**src/rtl/fx_pkg.sv**
```systemverilog
// Shared fixed-point helpers for the fx arithmetic primitives (multiplier now, adder/divider later).
package fx_pkg;

  localparam int FX_TRUNC       = 0;
  localparam int FX_RND_HALF_UP = 1;

  // Wide scratch type; every intermediate of a WIDTH<=63 primitive fits with sign headroom.
  localparam int FX_MAXW = 128;
  typedef logic signed [FX_MAXW-1:0] fx_wide_t;

  function automatic fx_wide_t fx_sat_max(input int width);
    fx_wide_t one;
    one = fx_wide_t'(1);
    return (one <<< (width - 1)) - one;
  endfunction

  function automatic fx_wide_t fx_sat_min(input int width);
    return ~fx_sat_max(width);
  endfunction

  function automatic logic fx_fits(input fx_wide_t x, input int width);
    fx_wide_t t;
    t = x >>> (width - 1);
    return (t == '0) || (t == '1);
  endfunction

endpackage

```
**src/rtl/fx_round_sat.sv**
```systemverilog
// Combinational round / shift / saturate from a 2*WIDTH signed product down to WIDTH bits.
module fx_round_sat
  import fx_pkg::*;
#(
  parameter int WIDTH      = 32,
  parameter int QFRAC      = 16,
  parameter int ROUND_MODE = FX_RND_HALF_UP,
  parameter int SATURATE   = 1
) (
  input  logic [2*WIDTH-1:0] raw_i,
  output logic [WIDTH-1:0]   res_o,
  output logic               ovf_o
);

  localparam int EW  = 2*WIDTH + 1;
  localparam int RSH = (QFRAC > 0) ? QFRAC - 1 : 0;
  localparam logic [EW-1:0] RND =
    (ROUND_MODE == FX_RND_HALF_UP && QFRAC > 0) ? (EW'(1) << RSH) : '0;
  localparam fx_wide_t SMAX = fx_sat_max(WIDTH);
  localparam fx_wide_t SMIN = fx_sat_min(WIDTH);

  logic signed [EW-1:0] ext;
  logic signed [EW-1:0] q;
  fx_wide_t             qx;

  // One guard bit keeps the rounding add from wrapping on the most positive product.
  assign ext   = $signed({raw_i[2*WIDTH-1], raw_i}) + $signed(RND);
  assign q     = ext >>> QFRAC;
  assign qx    = fx_wide_t'(q);
  assign ovf_o = !fx_fits(qx, WIDTH);

  always_comb begin
    res_o = q[WIDTH-1:0];
    if (SATURATE != 0 && ovf_o)
      res_o = q[EW-1] ? SMIN[WIDTH-1:0] : SMAX[WIDTH-1:0];
  end

endmodule

```
**src/rtl/fx_mul_sat_pipe.sv**
```systemverilog
// Pipelined signed Q-format multiplier with a single global stall, tag sideband and overflow counter.
module fx_mul_sat_pipe
  import fx_pkg::*;
#(
  parameter int WIDTH      = 32,
  parameter int QFRAC      = 16,
  parameter int LATENCY    = 2,
  parameter int ROUND_MODE = FX_RND_HALF_UP,
  parameter int SATURATE   = 1,
  parameter int TAG_W      = 8,
  parameter int CNT_W      = 16
) (
  input  logic             clk,
  input  logic             rst_n,
  input  logic             in_valid,
  output logic             in_ready,
  input  logic [WIDTH-1:0] a,
  input  logic [WIDTH-1:0] b,
  input  logic [TAG_W-1:0] in_tag,
  output logic             out_valid,
  input  logic             out_ready,
  output logic [WIDTH-1:0] result,
  output logic [TAG_W-1:0] out_tag,
  output logic             ovf,
  output logic [CNT_W-1:0] ovf_count,
  input  logic             ovf_clr
);

  localparam int PW = 2*WIDTH;

  logic                 en;
  logic signed [PW-1:0] a_x, b_x, prod;
  logic                 fin_vld;
  logic [TAG_W-1:0]     fin_tag;
  logic [PW-1:0]        fin_raw;
  logic [WIDTH-1:0]     rs_res;
  logic                 rs_ovf;

  logic                 vld_q;
  logic [WIDTH-1:0]     res_q;
  logic [TAG_W-1:0]     tag_q;
  logic                 ovf_q;
  logic [CNT_W-1:0]     cnt_q, cnt_d;

  assign en       = !vld_q || out_ready;
  assign in_ready = en;

  assign a_x  = {{WIDTH{a[WIDTH-1]}}, a};
  assign b_x  = {{WIDTH{b[WIDTH-1]}}, b};
  assign prod = a_x * b_x;

  // Raw product stages feed the final round/saturate stage; with LATENCY=1 it sees the inputs directly.
  if (LATENCY == 1) begin : g_l1
    assign fin_vld = in_valid;
    assign fin_tag = in_tag;
    assign fin_raw = prod;
  end else begin : g_ln
    logic [LATENCY-2:0]            vld_pipe;
    logic [LATENCY-2:0][TAG_W-1:0] tag_pipe;
    logic [LATENCY-2:0][PW-1:0]    raw_pipe;

    always_ff @(posedge clk or negedge rst_n) begin
      if (!rst_n) begin
        vld_pipe <= '0;
        tag_pipe <= '0;
        raw_pipe <= '0;
      end else if (en) begin
        vld_pipe[0] <= in_valid;
        tag_pipe[0] <= in_tag;
        raw_pipe[0] <= prod;
        for (int i = 1; i < LATENCY - 1; i++) begin
          vld_pipe[i] <= vld_pipe[i-1];
          tag_pipe[i] <= tag_pipe[i-1];
          raw_pipe[i] <= raw_pipe[i-1];
        end
      end
    end

    assign fin_vld = vld_pipe[LATENCY-2];
    assign fin_tag = tag_pipe[LATENCY-2];
    assign fin_raw = raw_pipe[LATENCY-2];
  end

  fx_round_sat #(
    .WIDTH     (WIDTH),
    .QFRAC     (QFRAC),
    .ROUND_MODE(ROUND_MODE),
    .SATURATE  (SATURATE)
  ) u_round_sat (
    .raw_i(fin_raw),
    .res_o(rs_res),
    .ovf_o(rs_ovf)
  );

  always_ff @(posedge clk or negedge rst_n) begin
    if (!rst_n) begin
      vld_q <= 1'b0;
      res_q <= '0;
      tag_q <= '0;
      ovf_q <= 1'b0;
    end else if (en) begin
      vld_q <= fin_vld;
      res_q <= rs_res;
      tag_q <= fin_tag;
      ovf_q <= rs_ovf;
    end
  end

  // Clear beats a same-cycle increment; the count sticks at all-ones.
  always_comb begin
    cnt_d = cnt_q;
    if (ovf_clr)
      cnt_d = '0;
    else if (vld_q && out_ready && ovf_q && cnt_q != '1)
      cnt_d = cnt_q + 1'b1;
  end

  always_ff @(posedge clk or negedge rst_n) begin
    if (!rst_n) cnt_q <= '0;
    else        cnt_q <= cnt_d;
  end

  assign out_valid = vld_q;
  assign result    = res_q;
  assign out_tag   = tag_q;
  assign ovf       = ovf_q;
  assign ovf_count = cnt_q;

endmodule
```
**config.mk**
```make
export PLATFORM = sky130hd
export DESIGN_NAME = fx_mul_sat_pipe
export DESIGN_NICKNAME = d
export VERILOG_FILES = /design/src/rtl/fx_pkg.sv /design/src/rtl/fx_round_sat.sv /design/src/rtl/fx_mul_sat_pipe.sv
export SDC_FILE = /design/constraint.sdc
export NUM_CORES = 2
export LEC_CHECK = 0
export CELL_PAD_IN_SITES_DETAIL_PLACEMENT = 1
export CELL_PAD_IN_SITES_GLOBAL_PLACEMENT = 1
export CORE_ASPECT_RATIO = 1.2
export CORE_MARGIN = 1.5
export CORE_UTILIZATION = 30
export CTS_BUF_LIST = sky130_fd_sc_hd__clkbuf_4
export DETAILED_ROUTE_END_ITERATION = 10
export GPL_TIMING_DRIVEN = 0
export HOLD_SLACK_MARGIN = 0.05
export PLACE_DENSITY = 0.52
export SLEW_MARGIN = 25
export SYNTH_ARGS = -nofsm -noshare
export SYNTH_HDL_FRONTEND = slang
export SYNTH_SLANG_ARGS = --single-unit
```
**constraint.sdc**
```tcl
create_clock -name clk -period 4.73 [get_ports clk]
set_clock_uncertainty 0.2 [all_clocks]
set_input_delay 0.946 -clock clk [delete_from_list [all_inputs] [get_ports clk]]
set_output_delay 0.946 -clock clk [all_outputs]
set_load 0.01 [all_outputs]
```
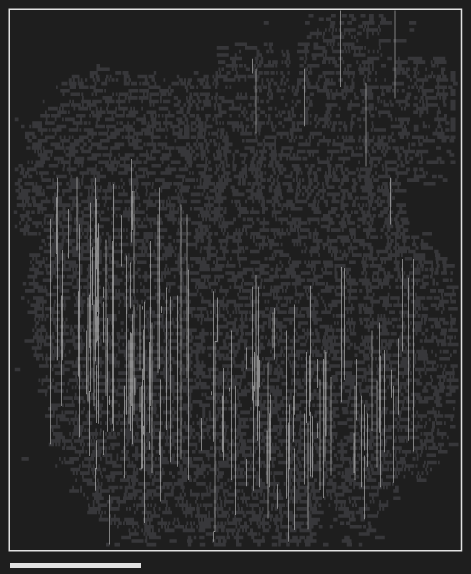
Figure 1: the metal 4 layer.
Scale bar: 100 microns.
117 nets have wire on it. The layer carries 9890 microns of wire.
total vias in the final route: 32900
Routed WL: 183 mm

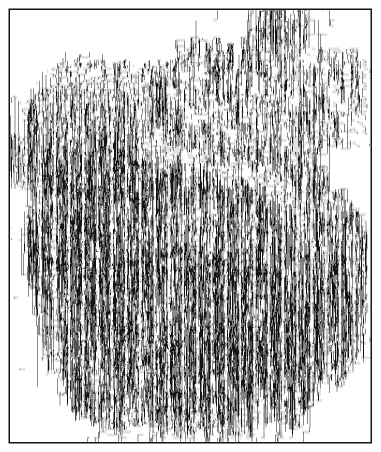
Figure 2: metal 2.
The longest straight run is 117 microns. The layer carries 93.1 mm of wire. The wires run mostly vertical.

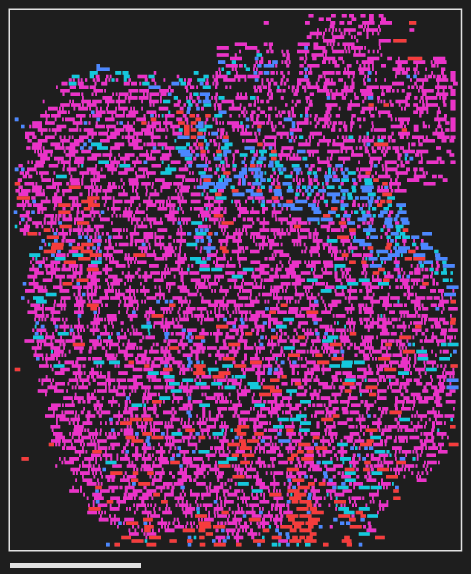
Figure 3: drive-strength map.
Scale bar: 100 microns.
Key: blue = _3 and _4 cells [cells 369]; magenta = _0 and _1 cells [cells 3912]; red = _6 and larger [cells 283]; cyan = _2 cells [cells 307]

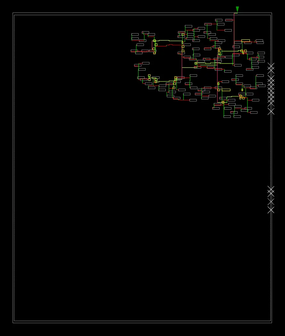
Figure 4: clock routing.
clk_lat worst skew: 560 ps
flop count: 116

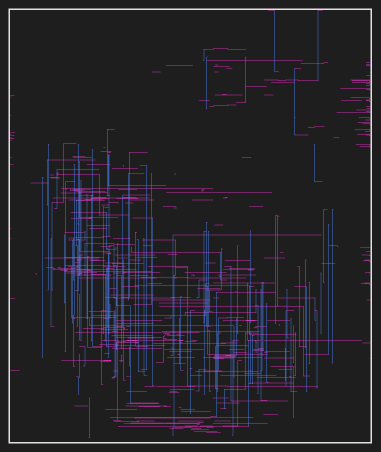
Figure 5: metal layers overlaid.
Two of the layers only.
Key: blue = metal 4 [wire length 9890 microns]; magenta = metal 3 [wire length 8550 microns]

==> results.toml <==
# synthesis and place-and-route metrics
[status]
status = "finished, violations left"
violations = "DRC, setup timing"

[worst_setup_path]
cp.arrival_ps = 8500
slowest_stage = "fa_2"
worstPathRequired_ps = 4970
cp-start-kind = "input port"
r2r_cells = 12

[placed_design]
place_area_sq_um = 46500
dpl_worst_slack_ps = -6180
dp_hpwl_mm = 151

[logic_synthesis]
synth-simple-area-share_pct = 17.1
syn_avg_cell_area_sq_um = 9.25
ys_cells = 4500
ys.flop_type = "dfrtp_1"
syn-cell-area_sq_um = 41600
ys_types = 64
seq_area_frac_synth_pct = 6.98
yosysWarnings = 0
top_cell = "fa_1"

[grt]
grt_use_total_pct = 26.5
grt_max_degree = 86
grt_pass1_wl_mm = 265

[floorplanning]
die_area_sq_um = 141000
rows = 149

[timing]
setup_slack_ps = -3530
setup_viol = 49
tns_ps = -133200

[clock_tree]
cts-root-buf = "clkbuf_4"
post-cts-setup-buffers = 163

[routing]
route.met2.wl_mm = 93.1
via_per_inst = 4.92
drc = 28
firstDrtPassIters = 10
routedWlPerCell_microns = 27.3

[finish]
drive_gt1_share_pct = 19.7
utilization_pct = 38.4

[run]
drv_cap = 0

[worst_hold_path]
hold_class = "register to register"
-- kinds of logic (layout without fill, tap and decap cells) --
family	Yosys count	count (layout)
DFF	116	116
xor gates and xnor gates	107	107
muxes	6	6
AOI/OAI and AO/OA	301	301
and+or+nand+nor	1441	1441
adders and majority gates	1263	1263
other	0	9
buffers and inverters	1266	1637
-- cell type report --
type / instances / area (sq um) / share of cell area, %
Clock buffer: 17 / 128 / 0.242
Timing Repair Buffer: 345 / 3440 / 6.51
Clock inverter: 15 / 140 / 0.265
Sequential cell: 116 / 2900 / 5.50
Tap cell: 1812 / 2270 / 4.29
Inverter: 1015 / 3840 / 7.28
Antenna cell: 9 / 22.5 / 0.0427
Multi-Input combinational cell: 3118 / 36100 / 68.3
Buffer: 245 / 3990 / 7.56
-- layer usage --
metal / track usage (%) / up-vias
met1: 31.9 / 17900
met2: 47.7 / 897
met4: 11.1 / 6
li1: - / 13900
met5: 0 / -
met3: 2.89 / 294
-- cell usage in the layout (no fill, tap or decap), types with 56 or more instances in the layout --
| master | synthesis | final |
|---|---|---|
| buf_4 | 1 | 165 |
| clkbuf_16 | 0 | 106 |
| fa_1 | 1081 | 976 |
| ha_1 | 182 | 142 |
| fa_2 | 0 | 105 |
| clkdlybuf4s50_1 | 0 | 69 |
| and2_1 | 512 | 469 |
| buf_6 | 3 | 61 |
| a21oi_1 | 112 | 60 |
| inv_1 | 1015 | 955 |
| clkbuf_8 | 0 | 56 |
| nand2_1 | 616 | 598 |
| dfrtp_1 | 116 | 116 |
| nor2_1 | 150 | 138 |
-- state kept, by name, summed over array words and instances, names as in the netlist --
signal	flops
fin_vld	1
result	32
fin_raw	49
out_valid	1
ovf_count	16
ovf	1
out_tag	8
fin_tag	8
